Fig. 1: run 1, where the registers sit
The bar under the picture is 50 um long. Other sequential cells in the stronger grey, the rest of the logic in the fainter grey.
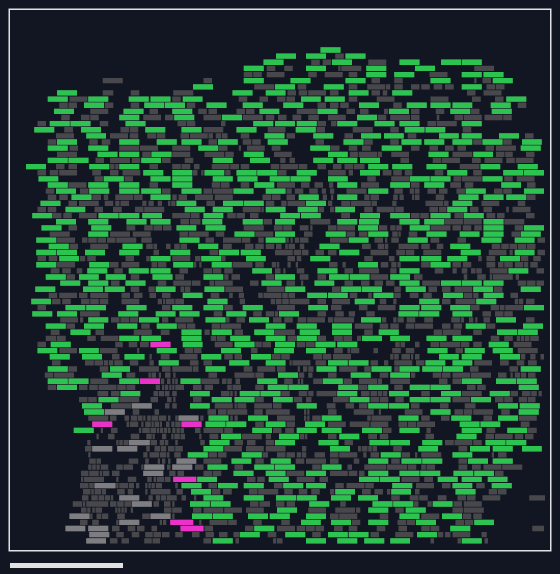
Fig. 2: run 1, clock wiring as the flow saved it
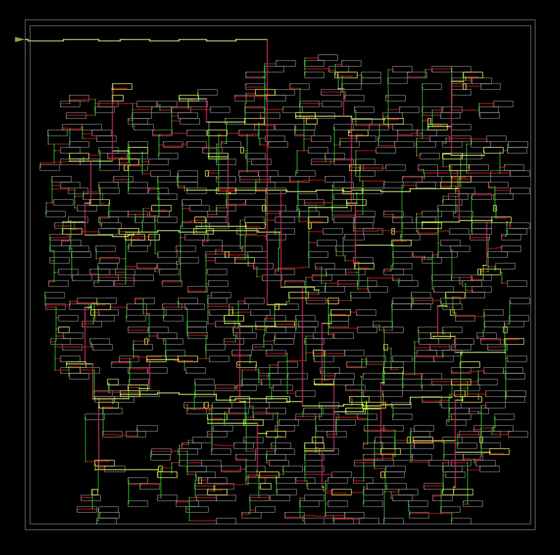
Fig. 3: run 1, wires at chosen ports, followed through buffers
The bar under the picture is 50 um long.
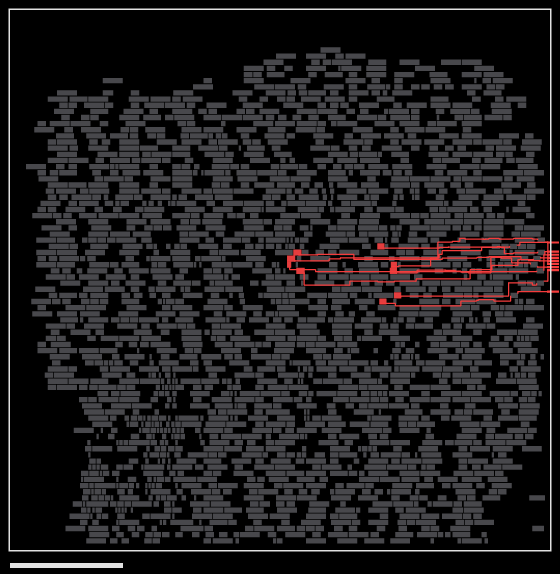
$ cat src/rtl/spw_fifo_pkg.sv
// Shared constants, N-Char layout and depth helper for the SpaceWire character FIFO.
package spw_fifo_pkg;

  localparam int unsigned FIFO_DWIDTH    = 9;
  localparam int unsigned FIFO_AWIDTH    = 6;
  localparam int unsigned NCHAR_CTRL_BIT = 8;
  localparam int unsigned NCHAR_DATA_MSB = 7;

  // N-Char as carried through the FIFO: control flag above 8 data bits.
  typedef struct packed {
    logic       ctrl;
    logic [7:0] data;
  } nchar_t;

  // Number of storage entries for a given address width.
  function automatic int unsigned fifo_depth(input int unsigned awidth);
    return 32'(1) << awidth;
  endfunction

endpackage

$ cat src/rtl/fifo_ptr_ctrl.sv
// Pointer, occupancy, threshold and error-flag management for fifo_mem_ctrl.
// Pointers carry one extra wrap bit above the memory address.
module fifo_ptr_ctrl
  import spw_fifo_pkg::*;
#(
  parameter int unsigned AWIDTH   = FIFO_AWIDTH,
  parameter int unsigned AF_LEVEL = 56,
  parameter int unsigned AE_LEVEL = 8
) (
  input  logic              clock,
  input  logic              reset,
  input  logic              flush_i,
  input  logic              wr_en_i,
  input  logic              rd_en_i,
  output logic              wr_accept_c_o,
  output logic              rd_accept_c_o,
  output logic [AWIDTH-1:0] wr_addr_o,
  output logic [AWIDTH-1:0] rd_addr_o,
  output logic [AWIDTH:0]   count_o,
  output logic              full_o,
  output logic              empty_o,
  output logic              almost_full_o,
  output logic              almost_empty_o,
  output logic              overflow_o,
  output logic              underflow_o
);

  localparam int unsigned PW = AWIDTH + 1;

  logic [PW-1:0] wr_ptr_q, wr_ptr_d, rd_ptr_q, rd_ptr_d, count_q, count_d;
  logic          full_q, full_d, empty_q, empty_d;
  logic          af_q, af_d, ae_q, ae_d;
  logic          ovf_q, ovf_d, unf_q, unf_d;

  // Accept logic, next pointers/count and flags computed from the next state.
  always_comb begin
    rd_accept_c_o = rd_en_i & ~empty_q & ~flush_i;
    wr_accept_c_o = wr_en_i & ~flush_i & (~full_q | rd_accept_c_o);
    wr_ptr_d      = wr_ptr_q;
    rd_ptr_d      = rd_ptr_q;
    count_d       = count_q;
    ovf_d         = ovf_q;
    unf_d         = unf_q;
    if (flush_i) begin
      wr_ptr_d = '0;
      rd_ptr_d = '0;
      count_d  = '0;
      ovf_d    = 1'b0;
      unf_d    = 1'b0;
    end else begin
      if (wr_accept_c_o) wr_ptr_d = wr_ptr_q + PW'(1);
      if (rd_accept_c_o) rd_ptr_d = rd_ptr_q + PW'(1);
      case ({wr_accept_c_o, rd_accept_c_o})
        2'b10:   count_d = count_q + PW'(1);
        2'b01:   count_d = count_q - PW'(1);
        default: count_d = count_q;
      endcase
      if (wr_en_i & ~wr_accept_c_o) ovf_d = 1'b1;
      if (rd_en_i & empty_q)        unf_d = 1'b1;
    end
    empty_d = (wr_ptr_d == rd_ptr_d);
    full_d  = (wr_ptr_d[AWIDTH-1:0] == rd_ptr_d[AWIDTH-1:0]) &&
              (wr_ptr_d[AWIDTH] != rd_ptr_d[AWIDTH]);
    af_d    = (count_d >= PW'(AF_LEVEL));
    ae_d    = (count_d <= PW'(AE_LEVEL));
  end

  // State registers; flags are registered alongside count so they move together.
  always_ff @(posedge clock or negedge reset) begin
    if (!reset) begin
      wr_ptr_q <= '0;
      rd_ptr_q <= '0;
      count_q  <= '0;
      full_q   <= 1'b0;
      empty_q  <= 1'b1;
      af_q     <= 1'b0;
      ae_q     <= 1'b1;
      ovf_q    <= 1'b0;
      unf_q    <= 1'b0;
    end else begin
      wr_ptr_q <= wr_ptr_d;
      rd_ptr_q <= rd_ptr_d;
      count_q  <= count_d;
      full_q   <= full_d;
      empty_q  <= empty_d;
      af_q     <= af_d;
      ae_q     <= ae_d;
      ovf_q    <= ovf_d;
      unf_q    <= unf_d;
    end
  end

  assign wr_addr_o      = wr_ptr_q[AWIDTH-1:0];
  assign rd_addr_o      = rd_ptr_q[AWIDTH-1:0];
  assign count_o        = count_q;
  assign full_o         = full_q;
  assign empty_o        = empty_q;
  assign almost_full_o  = af_q;
  assign almost_empty_o = ae_q;
  assign overflow_o     = ovf_q;
  assign underflow_o    = unf_q;

endmodule

$ cat src/rtl/fifo_mem_ctrl.sv
// Synchronous character FIFO between the SpaceWire link FSM and the host side.
// Option: define FIFO_REG_OUT_EN for a registered read port (1-cycle latency);
// otherwise the FIFO is show-ahead and data_out presents the head word.
module fifo_mem_ctrl
  import spw_fifo_pkg::*;
#(
  parameter int unsigned DWIDTH   = FIFO_DWIDTH,
  parameter int unsigned AWIDTH   = FIFO_AWIDTH,
  parameter int unsigned AF_LEVEL = 56,
  parameter int unsigned AE_LEVEL = 8
) (
  input  logic              clock,
  input  logic              reset,
  input  logic              flush,
  input  logic              wr_en,
  input  logic [DWIDTH-1:0] data_in,
  input  logic              rd_en,
  output logic [DWIDTH-1:0] data_out,
  output logic              data_valid,
  output logic              full,
  output logic              empty,
  output logic              almost_full,
  output logic              almost_empty,
  output logic [AWIDTH:0]   count,
  output logic              overflow,
  output logic              underflow
);

  localparam int unsigned DEPTH = fifo_depth(AWIDTH);

  // Threshold configuration sanity checks.
  if (AF_LEVEL < 1 || AF_LEVEL > DEPTH) begin : g_bad_af_level
    $error("fifo_mem_ctrl: AF_LEVEL out of range 1..DEPTH");
  end
  if (AE_LEVEL > DEPTH - 1) begin : g_bad_ae_level
    $error("fifo_mem_ctrl: AE_LEVEL out of range 0..DEPTH-1");
  end

  logic              wr_accept_c, rd_accept_c;
  logic [AWIDTH-1:0] wr_addr, rd_addr;
  logic [DWIDTH-1:0] mem_q [DEPTH];

  fifo_ptr_ctrl #(
    .AWIDTH  (AWIDTH),
    .AF_LEVEL(AF_LEVEL),
    .AE_LEVEL(AE_LEVEL)
  ) u_ptr_ctrl (
    .clock         (clock),
    .reset         (reset),
    .flush_i       (flush),
    .wr_en_i       (wr_en),
    .rd_en_i       (rd_en),
    .wr_accept_c_o (wr_accept_c),
    .rd_accept_c_o (rd_accept_c),
    .wr_addr_o     (wr_addr),
    .rd_addr_o     (rd_addr),
    .count_o       (count),
    .full_o        (full),
    .empty_o       (empty),
    .almost_full_o (almost_full),
    .almost_empty_o(almost_empty),
    .overflow_o    (overflow),
    .underflow_o   (underflow)
  );

  // Storage array: cleared only by reset, written on accepted writes.
  always_ff @(posedge clock or negedge reset) begin
    if (!reset) begin
      for (int unsigned i = 0; i < DEPTH; i++) mem_q[i] <= '0;
    end else if (wr_accept_c) begin
      mem_q[wr_addr] <= data_in;
    end
  end

`ifdef FIFO_REG_OUT_EN
  logic [DWIDTH-1:0] data_out_q;
  logic              data_valid_q;

  // Registered read port: head word captured on an accepted read, valid for one cycle.
  always_ff @(posedge clock or negedge reset) begin
    if (!reset) begin
      data_out_q   <= '0;
      data_valid_q <= 1'b0;
    end else if (flush) begin
      data_valid_q <= 1'b0;
    end else begin
      data_valid_q <= rd_accept_c;
      if (rd_accept_c) data_out_q <= mem_q[rd_addr];
    end
  end

  assign data_out   = data_out_q;
  assign data_valid = data_valid_q;
`else
  // Show-ahead read port: head word visible whenever the FIFO holds data.
  assign data_out   = empty ? '0 : mem_q[rd_addr];
  assign data_valid = ~empty;
`endif

endmodule
$ cat config.mk
export PLATFORM = sky130hd
export DESIGN_NAME = fifo_mem_ctrl
export DESIGN_NICKNAME = d
export VERILOG_FILES = /design/src/rtl/spw_fifo_pkg.sv /design/src/rtl/fifo_ptr_ctrl.sv /design/src/rtl/fifo_mem_ctrl.sv
export SDC_FILE = /design/constraint.sdc
export NUM_CORES = 1
export LEC_CHECK = 0
export CORE_MARGIN = 2
export CORE_UTILIZATION = 51
export DETAILED_ROUTE_END_ITERATION = 6
export MAX_ROUTING_LAYER = met4
export PLACE_DENSITY = 0.7
export SLEW_MARGIN = 20
export SYNTH_ARGS = -nofsm -noshare
export SYNTH_HDL_FRONTEND = slang
export SYNTH_HIERARCHICAL = 1
export SYNTH_SLANG_ARGS = --single-unit
export TNS_END_PERCENT = 5
$ cat constraint.sdc
create_clock -name clock -period 10.25 [get_ports clock]
set_clock_uncertainty 0.05 [all_clocks]
set_input_delay 1.5375 -clock clock [delete_from_list [all_inputs] [get_ports clock]]
set_output_delay 1.5375 -clock clock [all_outputs]
set_load 0.01 [all_outputs]
==> flow_metrics.env, run 1 <==
# physical design summary
export IMPL_worstPathArrival_ns=4.85
export IMPL_io_buffers=36
export IMPL_clk_pin_slew_ns=0.06
export IMPL_finalCritPeriodShare_pct=62.8
export IMPL_layout_drive_gt1_share_pct=47.5
export IMPL_final_hold_viol_count=0
export IMPL_dp_cells=2534
export IMPL_synth_flop_count=603
export IMPL_max_freq_ghz=0.155
export IMPL_drc_errors=0
export IMPL_finalSetupViolations=0
export IMPL_chipArea_um2=57300
export IMPL_syn_nets=1898
export IMPL_logic_area_um2=12400
export IMPL_setup_tns_ns=0
export IMPL_dpl_cell_area_um2=29000
export IMPL_logic_gate_count=1117
export IMPL_cts_tree="yes"
export IMPL_viasPerCell=6.20
export IMPL_finalCoreUtilization_pct=56.7
export IMPL_htreeDepth=3
export IMPL_r2r_slack_ns=5.82
export IMPL_globalRoute_totalOverflow=0
export IMPL_syn_inst=1879
export IMPL_whs_ns=0.439
export IMPL_seq_share_pct=48.5
export IMPL_fin_nets=1875
export IMPL_fin_ws_ns=3.81
export IMPL_irDropWorstVdd_v=0.000105
export IMPL_largest_class="flip-flops and latches"
export IMPL_grt_pass1_wl_um=107000
export IMPL_clock_area_share_pct=6.96
export IMPL_ys_seq_share_pct=53.4
export IMPL_crit_path_end="data_out[2]"
export IMPL_met2_length_um=32900
export IMPL_area_leaders="dfrtp_1, mux2_2, mux4_2, clkbuf_1, mux2i_1"
export IMPL_avgSynthCellArea_um2=15.0
export IMPL_antenna_found_initial=1
export IMPL_gp_congestion=0.852
export IMPL_cts_hold_buf=0
export IMPL_intPower_mw=4.08
export IMPL_pwr_share_comb_pct=9.4
export IMPL_worstMarginPinSlew_ns=1.12
export IMPL_wirelength_um=68800
export IMPL_synth_area_leader_cell="dfrtp_1"
export IMPL_grt_pass1_vias=17100
export IMPL_fin_crit_ns=6.44
export IMPL_crit_path_max_fanout=37
export IMPL_swShare_pct=24.0
export IMPL_num_vias=16400
export IMPL_clkPwrFrac_pct=44.0
export IMPL_taps=748
export IMPL_grt_usage_pct=25.7
export IMPL_core_region_area_um2=55000
export IMPL_synthToLayoutAreaGrowth_pct=10.3
export IMPL_status="complete, no violations"
export IMPL_syn_cell_area_um2=28300
export IMPL_inv_count=8
export IMPL_r2r_cells=12
export IMPL_final_area_um2=31200
About Fig. 1:
u_ptr_ctrl/rd_ptr_q: drawn in magenta, sequential cells 7. mem_q: drawn in green, sequential cells 576, where spread over the die.

About Fig. 2:
Sink Count: 603
clk latency late pin: 0.60 ns
cts bufs inserted: 66
flip-flops: 603
clock buf count: 101

About Fig. 3:
data_out: drawn in red, direction output, end cells 9, buffers 9, wire 872 um.

[run 1: cells by family (layout without fill, tap and decap cells)]
family | after synthesis | in the layout | synth area share (%)
AND-OR/OR-AND | 117 | 117 | 3.08
XOR/XNOR | 21 | 21 | 0.651
adder cells (fa/ha/maj) | 5 | 5 | 0.221
buffers and inverters | 159 | 183 | 2.85
flip-flops | 603 | 603 | 53.4
multiplexers | 748 | 748 | 35.3
AND/OR/NAND/NOR | 226 | 226 | 4.55
[run 1: worst max-delay path: stages, from the launching register on]
cell and delay, ns:
dfrtp_4 0.68, buf_4 0.66, mux4_2 0.60, a22o_1 0.26
a221oi_1 0.78, a2111oi_0 0.41, a21o_1 0.30, clkdlybuf4s50_1 0.49
[run 1: cell usage after synthesis (6+ instances only)]
| cell | instances |
|---|---|
| dfrtp_1 | 601 |
| mux2_2 | 566 |
| mux4_2 | 140 |
| clkbuf_1 | 77 |
| nand2_1 | 40 |
| nor2_1 | 40 |
| nor2_2 | 37 |
| mux2i_1 | 26 |
| buf_2 | 25 |
| buf_4 | 25 |
| a22oi_1 | 22 |
| nor2b_1 | 22 |
| a211oi_1 | 17 |
| mux2_1 | 16 |
| o22ai_1 | 16 |
| xnor2_1 | 15 |
| buf_1 | 13 |
| nand3_1 | 13 |
| buf_6 | 11 |
| a21oi_1 | 10 |
| nor3_1 | 10 |
| o21ai_0 | 10 |
| inv_1 | 8 |
| nand2b_1 | 8 |
| nor2_4 | 8 |
| a22o_1 | 7 |
| nand3b_1 | 6 |
| xor2_1 | 6 |
[run 1: worst min-delay path by stage]
stage	start	to	depth (start not counted)
3_3_place_gp	mem_q[524]	mem_q[524]	1
2_1_floorplan	mem_q[11]	mem_q[11]	1
6_report	mem_q[465]	mem_q[465]	1
3_5_place_dp	mem_q[530]	mem_q[530]	1
5_1_grt	mem_q[89]	mem_q[89]	1
4_1_cts	mem_q[530]	mem_q[530]	1
[run 1: flip-flops by register name, indices dropped and copies added (netlist names)]
register / cells
mem_q: 576
u_ptr_ctrl/count_o: 7
u_ptr_ctrl/rd_ptr_q: 7
u_ptr_ctrl/wr_ptr_q: 7
u_ptr_ctrl/almost_empty_o: 1
u_ptr_ctrl/almost_full_o: 1
u_ptr_ctrl/empty_o: 1
u_ptr_ctrl/full_o: 1
u_ptr_ctrl/overflow_o: 1
u_ptr_ctrl/underflow_o: 1
[run 1: cells in the final DEF (no fill, tap or decap), types with 12 or more instances in the layout]
cell type,instances
a211oi_1,17
a22oi_1,22
buf_4,21
clkbuf_1,14
clkbuf_16,73
clkbuf_8,14
clkdlybuf4s50_1,26
clkinv_2,12
dfrtp_1,598
mux2_1,16
mux2_2,566
mux2i_1,26
mux4_2,140
nand2_1,40
nand3_1,13
nor2_1,40
nor2_2,37
nor2b_1,21
o22ai_1,16
xnor2_1,15
[run 1: power groups by stage]
stage	combinational (mW)	sequential [mW]	clock [mW]
after global routing	0.544	2.51	2.50
after global placement	0.497	2.54	0
final	0.505	2.50	2.36
after CTS	0.507	2.50	2.40
after detailed placement	0.506	2.55	0
after floorplan	0.349	2.52	0
Fig. 4: run 1, zoomed window
Region (40, 160) to (80, 200) um. Cells in grey, sequential cells in the stronger grey; small squares are vias.
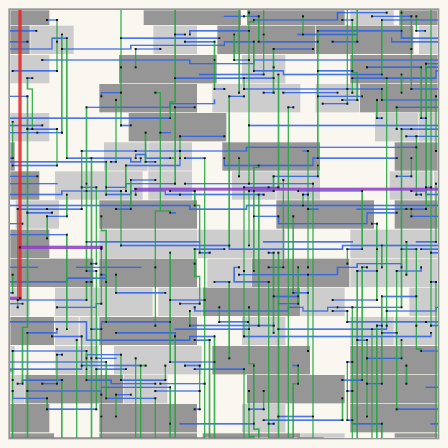

==> run 2: changes to the inputs <==
- clock period: 10.25 -> 6.7 ns (I/O delays scaled with it)
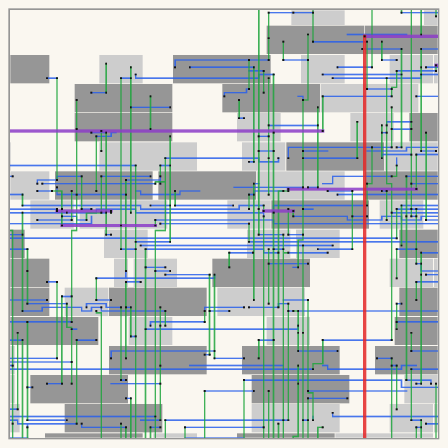
Fig. 5. Zoomed window (run 2).
Region (40, 160) to (80, 200) um. Cells in grey, sequential cells in the stronger grey; small squares are vias.
metal 4: drawn in red. metal 3: drawn in purple. metal 1: drawn in blue. metal 2: drawn in green.
48 logic cells have their middle in the window. Sequential cells in the window: 20. Netlist names of flops here include mem_q (20). Most frequent: dfrtp_1 (20), mux2_2 (19), mux4_2 (5).

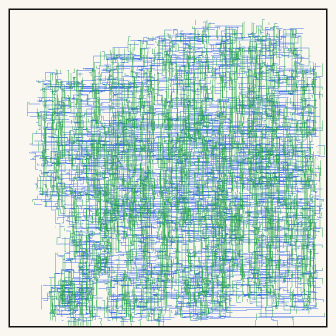
Fig. 6. Signal wires by layer (run 2).
Two of the layers only.
metal 2: drawn in green, wire length 33.4 mm. metal 1: drawn in blue, wire length 30.8 mm.

==> run 2 against run 1 <==
  * Core utilization up 0.27 points
  * Global-route usage rose by 0.44 points
  * Non-clock buffer count grew 12
  * Worst hold slack got worse by 0.18 ns
  * Critical endpoint is now data_out[8]
==> flow_metrics.env, run 2 <==
# physical design summary
export IMPL_ctsResizeCount=0
export IMPL_drc_errors=0
export IMPL_die_y_um=239
export IMPL_clk_pin_slew_ns=0.06
export IMPL_synth_top_area_share_pct=53.2
export IMPL_grt_pass1_vias=17600
export IMPL_fin_crit_ns=5.44
export IMPL_antenna_found_initial=0
export IMPL_firstDrtPassIters=6
export IMPL_finalMaxSlewViolations=0
export IMPL_gp_congestion=0.887
export IMPL_min_path_type="in -> async"
export IMPL_core_region_area_um2=55000
export IMPL_cp_start_kind="flop"
export IMPL_nFillCells=4269
export IMPL_cts_buffers=66
export IMPL_globalRoute_totalOverflow=0
export IMPL_worstPathArrival_ns=4.38
export IMPL_worstPathRequired_ns=5.64
export IMPL_r2r_end="u_ptr_ctrl/almost_empty_o"
export IMPL_grt_usage_pct=26.2
export IMPL_syn_nets=1898
export IMPL_synth_edff_count=0
export IMPL_worstMarginPinSlew_ns=1.15
export IMPL_clkPwrFrac_pct=44.3
export IMPL_avgSynthCellArea_um2=15.0
export IMPL_dpl_hpwl_um=43700
export IMPL_slowest_delay_ns=0.99
export IMPL_grt_use_met2_pct=40.3
export IMPL_num_io_pins=37
export IMPL_powerDensity_nw_per_um2=265
export IMPL_lay_top_count="dfrtp_1"
export IMPL_irDropWorstVdd_v=0.000189
export IMPL_final_hold_viol_count=0
export IMPL_syn_inst=1879
export IMPL_ys_warn_count=6
export IMPL_clk_latency_ns=0.59
export IMPL_p_sw_mw=1.98
export IMPL_finalPower_mw=8.31
export IMPL_r2r_cells=12
export IMPL_num_vias=16400
export IMPL_finalSetupViolations=0
export IMPL_placementRows=86
export IMPL_largest_reg_flops=576
export IMPL_drt_iter0_markers=1325
export IMPL_status="complete, no violations"
export IMPL_dieWidth_um=239
export IMPL_cts_hold_buf=0
export IMPL_worstReg2RegStart="u_ptr_ctrl/empty_o"
export IMPL_fp_utilization_pct=51.4
export IMPL_final_area_um2=31300
export IMPL_io_buffers=36
export IMPL_crit_family="buffers and inverters"
export IMPL_ant_nets=0
export IMPL_cts_setup_buffers=0
export IMPL_crit_path_max_fanout=56
export IMPL_setup_tns_ns=0
export IMPL_grt_max_degree=161
export IMPL_slew_headroom_pct=23.1
export IMPL_area_leaders="dfrtp_1, mux2_2, mux4_2, clkbuf_1, mux2i_1"
export IMPL_swShare_pct=23.8
export IMPL_yosysUniqueCellTypes=68
export IMPL_synthToLayoutAreaGrowth_pct=10.8
export IMPL_r2r_slack_ns=2.64
export IMPL_chipArea_um2=57300
export IMPL_wirelength_um=70000
export IMPL_synthArstFlopShare_pct=100
export IMPL_top_cells_by_count="dfrtp_1, mux2_2, mux4_2"
export IMPL_root_buffer="clkbuf_16"
export IMPL_ys_cells=1879
export IMPL_synth_area_leader_cell="dfrtp_1"
export IMPL_htreeDepth=3
export IMPL_pwr_share_comb_pct=9.4
export IMPL_synth_flop_count=603
export IMPL_grtUsageMet1_pct=35.8
export IMPL_flop_cell="dfrtp_1"
export IMPL_dpl_cell_area_um2=29100
export IMPL_layout_drive_gt1_share_pct=47.5
export IMPL_top_register="mem_q"
export IMPL_max_freq_ghz=0.184
export IMPL_lay_top_cells="dfrtp_1, mux2_2, mux4_2"
export IMPL_cp_end_kind="output port"
export IMPL_path_common_cell="buf_4"
export IMPL_cts_buffer_depth=3
export IMPL_syn_cell_area_um2=28300
export IMPL_slowest_stage="dfrtp_4"
export IMPL_viasPerCell=6.16
export IMPL_intPower_mw=6.33
export IMPL_ys_area_um2=28300
export IMPL_wl_per_cell_um=26.2
export IMPL_grt_pass1_wl_um=109000
export IMPL_rsz0062_at_grt="no"
export IMPL_ys_seq_share_pct=53.4
export IMPL_path_cells="buf_4 > mux4_2 > o22ai_1 > a2111oi_0 > buf_4 > a221o_1 > clkdlybuf4s50_1"
export IMPL_top_cell="dfrtp_1"
export IMPL_cp_num_buf_inv=3
export IMPL_leakage_nw=14.6
export IMPL_finalCritPeriodShare_pct=81.1
export IMPL_cts_tree="yes"
export IMPL_worstSetupPathType="reg -> out"
export IMPL_warnings=37
export IMPL_fin_nets=1887
export IMPL_p_seq_share_pct=46.3
export IMPL_grt_util_met3_pct=4.77
export IMPL_cts_sinks=603
export IMPL_drv_cap=0
export IMPL_grt_busiest_layer="met2"
-- run 2: netlist changes by cell type in the layout (fill, tap and decap cells not counted), moves of 3 or more --
cell | previous run | this run
bufinv_16 | 1 | 4
clkbuf_1 | 14 | 19
buf_4 | 21 | 31
clkinv_2 | 12 | 5
-- run 2: logic make-up after synthesis --
| logic type | count (synthesis) | share of synthesized area [%] |
|---|---|---|
| compound gates | 117 | 3.08 |
| xor+xnor | 21 | 0.651 |
| fa+ha+maj | 5 | 0.221 |
| buf+inv | 159 | 2.85 |
| flops | 603 | 53.4 |
| mux | 748 | 35.3 |
| simple gates | 226 | 4.55 |
-- run 2: how the worst max path moves through the flow --
| stage | slack [ns] | start | cells after the start | endpoint |
|---|---|---|---|---|
| global placement | 1.77 | u_ptr_ctrl/rd_ptr_q[0] | 6 | data_out[5] |
| finish | 1.26 | u_ptr_ctrl/rd_ptr_q[2] | 7 | data_out[8] |
| global route | 1.12 | u_ptr_ctrl/rd_ptr_q[0] | 7 | data_out[8] |
| CTS | 1.19 | u_ptr_ctrl/rd_ptr_q[0] | 6 | data_out[5] |
| floorplan | 2.71 | rd_en | 14 | u_ptr_ctrl/almost_empty_o |
| detailed placement | 1.83 | rd_en | 13 | u_ptr_ctrl/almost_empty_o |
-- run 2: worst register-to-register path: cells and delay by family (launching register included) --
kind | cells | cell delay, ns
and+or+nand+nor | 4 | 1.45
adders and majority gates | 2 | 0.72
muxes | 1 | 0.21
AOI/OAI and AO/OA | 2 | 0.47
buffers and inverters | 1 | 0.11
xor gates and xnor gates | 2 | 0.31
DFF | 1 | 0.63
-- run 2: final cells by class --
class / count / area (um2) / area share, %
Clock buffer: 104 / 2040 / 6.52
Clock inverter: 12 / 170 / 0.543
Antenna cell: 2 / 5.00 / 0.0160
Sequential cell: 603 / 15100 / 48.2
Tap cell: 748 / 936 / 2.99
Inverter: 8 / 30.0 / 0.0959
Multi-Input combinational cell: 1117 / 12400 / 39.5
Timing Repair Buffer: 72 / 661 / 2.11
-- run 2: through the flow --
| step | std cells | hold WS [ns] | utilization (%) | setup slack, ns |
|---|---|---|---|---|
| final | 2666 | 0.255 | 57.0 | 1.26 |
| after global routing | 2664 | 0.267 | 56.9 | 1.12 |
| after CTS | 2663 | 0.435 | 56.9 | 1.19 |
| after detailed placement | 2547 | 0.421 | 52.9 | 1.83 |
| after global placement | 2547 | 0.412 | 52.9 | 1.77 |
| after floorplan | 1879 | 0.402 | - | 2.71 |
-- run 2: power groups by stage --
stage               sequential [mW]  combinational (mW)  clock (mW)
finish                         3.84               0.782        3.68
floorplan                      3.85               0.533           0
detailed placement             3.91               0.784           0
global route                   3.86               0.840        3.92
CTS                            3.84               0.787        3.75
global placement               3.90               0.770           0
-- run 2: routing by layer --
metal	part of all wire (%)	wire length, um	up-vias
met5	0	0	-
met4	2.4	1670	0
met3	6.0	4170	115
met2	48	33400	465
met1	44	30800	8886
li1	-	-	6960
Power is estimated from default activity; no workload was simulated.
